--- src/rtl/bitvault_pkg.sv ---
// Shared constants and types for the bitvault register-file host controller.
// Optional write retry is enabled with the BITVAULT_RETRY_EN macro.
package bitvault_pkg;

    localparam int DATA_W_DEF    = 8;
    localparam int ADDR_W_DEF    = 2;
    localparam int MAX_RETRY_DEF = 2;

    localparam int ERR_CNT_W   = 8;
    localparam int ERR_CNT_MAX = 255;

    typedef enum logic [1:0] {
        ST_IDLE   = 2'd0,
        ST_WRITE  = 2'd1,
        ST_VERIFY = 2'd2,
        ST_RESP   = 2'd3
    } state_t;

endpackage

--- src/rtl/bitvault_sat_cnt.sv ---
// Saturating up-counter with synchronous clear; holds at MAX instead of wrapping.
// Used for the error counter and, with BITVAULT_RETRY_EN, the retry counter.
module bitvault_sat_cnt #(
    parameter int W   = 8,
    parameter int MAX = 255
) (
    input  logic         clk,
    input  logic         rst_n,
    input  logic         i_clr,
    input  logic         i_inc,
    output logic [W-1:0] o_cnt
);

    localparam logic [W-1:0] C_MAX = W'(MAX);

    logic [W-1:0] r_cnt;

    always_ff @(posedge clk or negedge rst_n) begin
        if (!rst_n) begin
            r_cnt <= '0;
        end else if (i_clr) begin
            r_cnt <= '0;
        end else if (i_inc && (r_cnt != C_MAX)) begin
            r_cnt <= r_cnt + W'(1);
        end
    end

    assign o_cnt = r_cnt;

endmodule

--- src/rtl/bitvault_host.sv ---
// Initiator for the bitvault register file: one request at a time, every write
// is read back and verified. Define BITVAULT_RETRY_EN to re-attempt failed writes.
module bitvault_host
    import bitvault_pkg::*;
#(
    parameter int DATA_W    = DATA_W_DEF,
    parameter int ADDR_W    = ADDR_W_DEF,
    parameter int MAX_RETRY = MAX_RETRY_DEF
) (
    input  logic                 clk,
    input  logic                 rst_n,
    input  logic                 req_valid,
    output logic                 req_ready,
    input  logic                 req_write,
    input  logic [ADDR_W-1:0]    req_addr,
    input  logic [DATA_W-1:0]    req_wdata,
    output logic                 rsp_valid,
    input  logic                 rsp_ready,
    output logic [DATA_W-1:0]    rsp_rdata,
    output logic                 rsp_err,
    output logic [ERR_CNT_W-1:0] err_cnt,
    output logic                 rf_we,
    output logic [ADDR_W-1:0]    rf_addr,
    output logic [DATA_W-1:0]    rf_data_in,
    input  logic [DATA_W-1:0]    rf_data_out
);

    state_t              r_state;
    state_t              w_state_next;
    logic                r_write;
    logic [ADDR_W-1:0]   r_addr;
    logic [DATA_W-1:0]   r_wdata;
    logic [DATA_W-1:0]   r_rdata;
    logic                r_err;

    logic w_req_fire;
    logic w_rsp_fire;
    logic w_mismatch;
    logic w_retry;

    assign w_req_fire = req_valid && (r_state == ST_IDLE);
    assign w_rsp_fire = rsp_ready && (r_state == ST_RESP);
    assign w_mismatch = r_write && (rf_data_out != r_wdata);

`ifdef BITVAULT_RETRY_EN
    localparam int RW = (MAX_RETRY < 1) ? 1 : $clog2(MAX_RETRY + 1);

    logic [RW-1:0] w_retry_cnt;

    // Counter clears on the response handshake, i.e. on entry to IDLE.
    bitvault_sat_cnt #(
        .W   (RW),
        .MAX (MAX_RETRY)
    ) u_retry_cnt (
        .clk   (clk),
        .rst_n (rst_n),
        .i_clr (w_rsp_fire),
        .i_inc ((r_state == ST_VERIFY) && w_retry),
        .o_cnt (w_retry_cnt)
    );

    assign w_retry = w_mismatch && (w_retry_cnt != RW'(MAX_RETRY));
`else
    // Constant 0: with retries compiled out a mismatch always terminates.
    assign w_retry = (MAX_RETRY < 0);
`endif

    bitvault_sat_cnt #(
        .W   (ERR_CNT_W),
        .MAX (ERR_CNT_MAX)
    ) u_err_cnt (
        .clk   (clk),
        .rst_n (rst_n),
        .i_clr (1'b0),
        .i_inc (w_rsp_fire && r_err),
        .o_cnt (err_cnt)
    );

    always_ff @(posedge clk or negedge rst_n) begin
        if (!rst_n) begin
            r_state <= ST_IDLE;
        end else begin
            r_state <= w_state_next;
        end
    end

    always_comb begin
        w_state_next = r_state;
        case (r_state)
            ST_IDLE:   if (req_valid) w_state_next = req_write ? ST_WRITE : ST_VERIFY;
            ST_WRITE:  w_state_next = ST_VERIFY;
            ST_VERIFY: w_state_next = w_retry ? ST_WRITE : ST_RESP;
            ST_RESP:   if (rsp_ready) w_state_next = ST_IDLE;
            default:   w_state_next = ST_IDLE;
        endcase
    end

    always_ff @(posedge clk or negedge rst_n) begin
        if (!rst_n) begin
            r_write <= 1'b0;
            r_addr  <= '0;
            r_wdata <= '0;
            r_rdata <= '0;
            r_err   <= 1'b0;
        end else begin
            if (w_req_fire) begin
                r_write <= req_write;
                r_addr  <= req_addr;
                r_wdata <= req_wdata;
            end
            if ((r_state == ST_VERIFY) && !w_retry) begin
                r_rdata <= rf_data_out;
                r_err   <= w_mismatch;
            end
        end
    end

    // Outputs depend only on registered state and holding registers.
    always_comb begin
        req_ready  = (r_state == ST_IDLE);
        rf_we      = (r_state == ST_WRITE);
        rsp_valid  = (r_state == ST_RESP);
        rf_addr    = r_addr;
        rf_data_in = r_wdata;
        rsp_rdata  = r_rdata;
        rsp_err    = r_err;
    end

endmodule

--- config.mk ---
export PLATFORM = sky130hd
export DESIGN_NAME = bitvault_host
export DESIGN_NICKNAME = d
export VERILOG_FILES = /design/src/rtl/bitvault_pkg.sv /design/src/rtl/bitvault_sat_cnt.sv /design/src/rtl/bitvault_host.sv
export SDC_FILE = /design/constraint.sdc
export NUM_CORES = 1
export LEC_CHECK = 0
export CAP_MARGIN = 20
export CORE_MARGIN = 4
export CORE_UTILIZATION = 43
export DETAILED_ROUTE_END_ITERATION = 8
export PLACE_DENSITY = 0.79
export SYNTH_ARGS = -nofsm -noshare
export SYNTH_HDL_FRONTEND = slang
export SYNTH_SLANG_ARGS = --single-unit
--- constraint.sdc ---
create_clock -name clk -period 1.8 [get_ports clk]
set_input_delay 0.36 -clock clk [delete_from_list [all_inputs] [get_ports clk]]
set_output_delay 0.36 -clock clk [all_outputs]
set_load 0.02 [all_outputs]
==> datasheet_impl.txt <==
Implementation parameters

Parameter                              Value

Critical path
  Class of the most critical setup path    register to output pin
  Critical Path, Cell by Cell    clkdlybuf4s50_1
  Data required time at the worst endpoint    1.44 ns
  FF-to-FF setup slack    0.21 ns
  Worst path max stage delay    0.62 ns
  Slowest cell on crit path    clkdlybuf4s50_1
  Delay-heaviest family, CP    buffers and inverters
  Category of the worst setup path capture point    output pin
  Worst path arrival time    1.36 ns
  Buffer and inverter count on the worst path    1
  Crit path launch    rsp_err
  Worst reg2reg path startpoint    r_state[0]

Clock tree
  Total of cells resized after clock tree synthesis    6
  Root buffer cell    clkbuf_4
  CTS tree    yes
  Sink Count    30
  Number of setup buffers added after CTS    0
  Maximum root-to-sink buffer count    2

Cells and area
  Number of diodes    0
  Tally of non-filler cells in the final layout    215
  Layout multi-input combinational cell count    71
  Nets    198
  Fraction of area in multi-input gates    29.56%
  Clock Network Area Fraction    3.710%
  Synth-to-Final Area Change    49.60%
  Top cell class by occupied area    flip-flops and latches
  Leading cell types in the layout, fill and taps excluded    clkdlybuf4s50_1 (43), dfrtp_1 (30), mux2_2 (21), xnor2_1 (11), nand2_1 (8)
  Final-layout fill cell count    241
  Utilization after layout    67.93%
  Clock buffers    5
  Comb area    618.1 sq um
  Fraction of area in registers    35.91%
  Invs w/o clock    5
  Area of all placed cells without fillers    0.002091 sq mm
  Most frequent logic cell in the layout    clkdlybuf4s50_1

Final timing
  Actual transition at the worst max-transition pin    0.3852 ns
  Fraction of the cycle the final worst path needs    95.37%
  Final hold violation count    0
  Final Skew    0.005683 ns
  Setup Viol. Count Final    0
  Smallest hold slack    0.4157 ns

Die
  Full die area    0.004226 sq mm
  Effective utilization at floorplan    45.41%
  Placement Rows    20
  X dimension of the die    65.01 um

Global routing
  Routing usage on met2    29.50%
  Antenna violations before repair    0
  Met1 Usage GRT    18.43%
  Via count of the first global-routing pass    1167
  Largest net degree at the start of global routing    31
  First-pass GRT wire length    5402 um

Yosys
  Chip area in the Yosys report    0.001398 sq mm
  Post-synthesis simple-gate area fraction    10.21%
  Area of the mapped netlist    0.001398 sq mm
  Largest cells by area    dfrtp_1 (54%), mux2_2 (17%), xnor2_1 (6.9%)
  Dominant flop cell    dfrtp_1
  Main logic family    multiplexers
  Fraction of the yosys area taken by sequential cells    53.72%
  Yosys stat cell total    108
  Area fraction in full adders, half adders and majority gates    4.476%
  Synth top cell by count    dfrtp_1
  Share of async-settable or async-resettable flops after synthesis    100.0%
  Post-synth mux share    19.52%
  Number of storage elements in the synthesis netlist    30
  Xor/xnor cell area share of the yosys netlist    6.893%

Pwr
  P_comb    1710 uW
  Power per unit of standard cell area    1635 mW/mm^2
  Net Sw Frac    36.68%
  Power group with the largest share    combinational logic
  Leak Pwr    0.0009587 uW
  Reported clock group power    526 uW

Routing
  Routed met1 length    1211 um
  Pre-antenna DRT Iters    4
  Routed wire length on met3    306 um
  Metal2 WL    1647 um

Placed design
  Post-place instance area    0.002013 sq mm
  Dpl ws    -0.002853 ns

Status
  Result of the run    finished clean

Flow run
  OpenROAD warning count    29
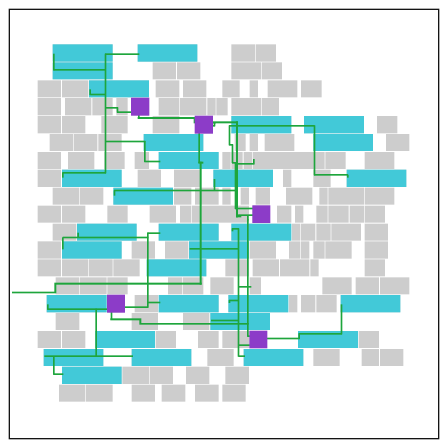
Figure 1: routed clock nets over the placement.
[clock wires] green | length: 387 um
[flip-flops] cyan | count: 30
[cells driving clock nets] purple | count: 5
routed clock nets: 6
clock latency on the worst-skew pair: 0.33 ns
clock group share of total power: 15.4%

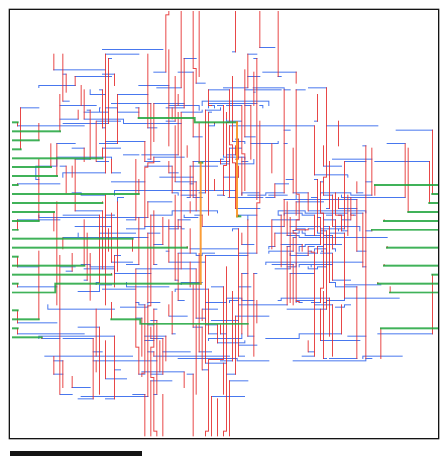
Figure 2: wiring by layer.
Bar = 20 um.
[met4] orange | wire length: 32.6 um
[met2] red | wire length: 1650 um
[met3] green | wire length: 306 um
[met1] blue | wire length: 1210 um
vias: 1053
final routed wire length divided by cell count: 14.87 um
final wirelength: 3197 um
global routing usage summed across all routing layers: 17.33%

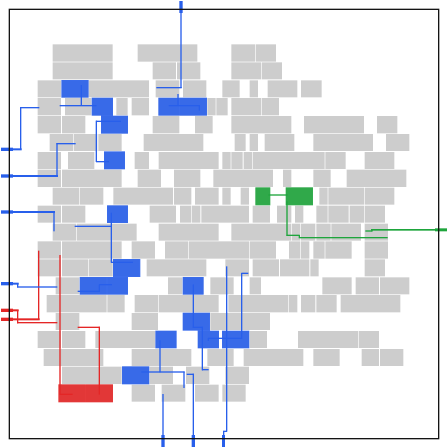
Figure 3: nets reached from selected ports.
[`rf_data_out`] blue | direction: input | end cells: 16 | buffers: 8 | wire: 193 um
[`req_addr`] red | direction: input | end cells: 2 | buffers: 2 | wire: 59.2 um
[`rsp_ready`] green | direction: input | end cells: 2 | buffers: 1 | wire: 34.4 um
input/output buffers: 52
I/O pin count: 53

Power figures rest on the tool's default switching activity, not on a simulated workload.
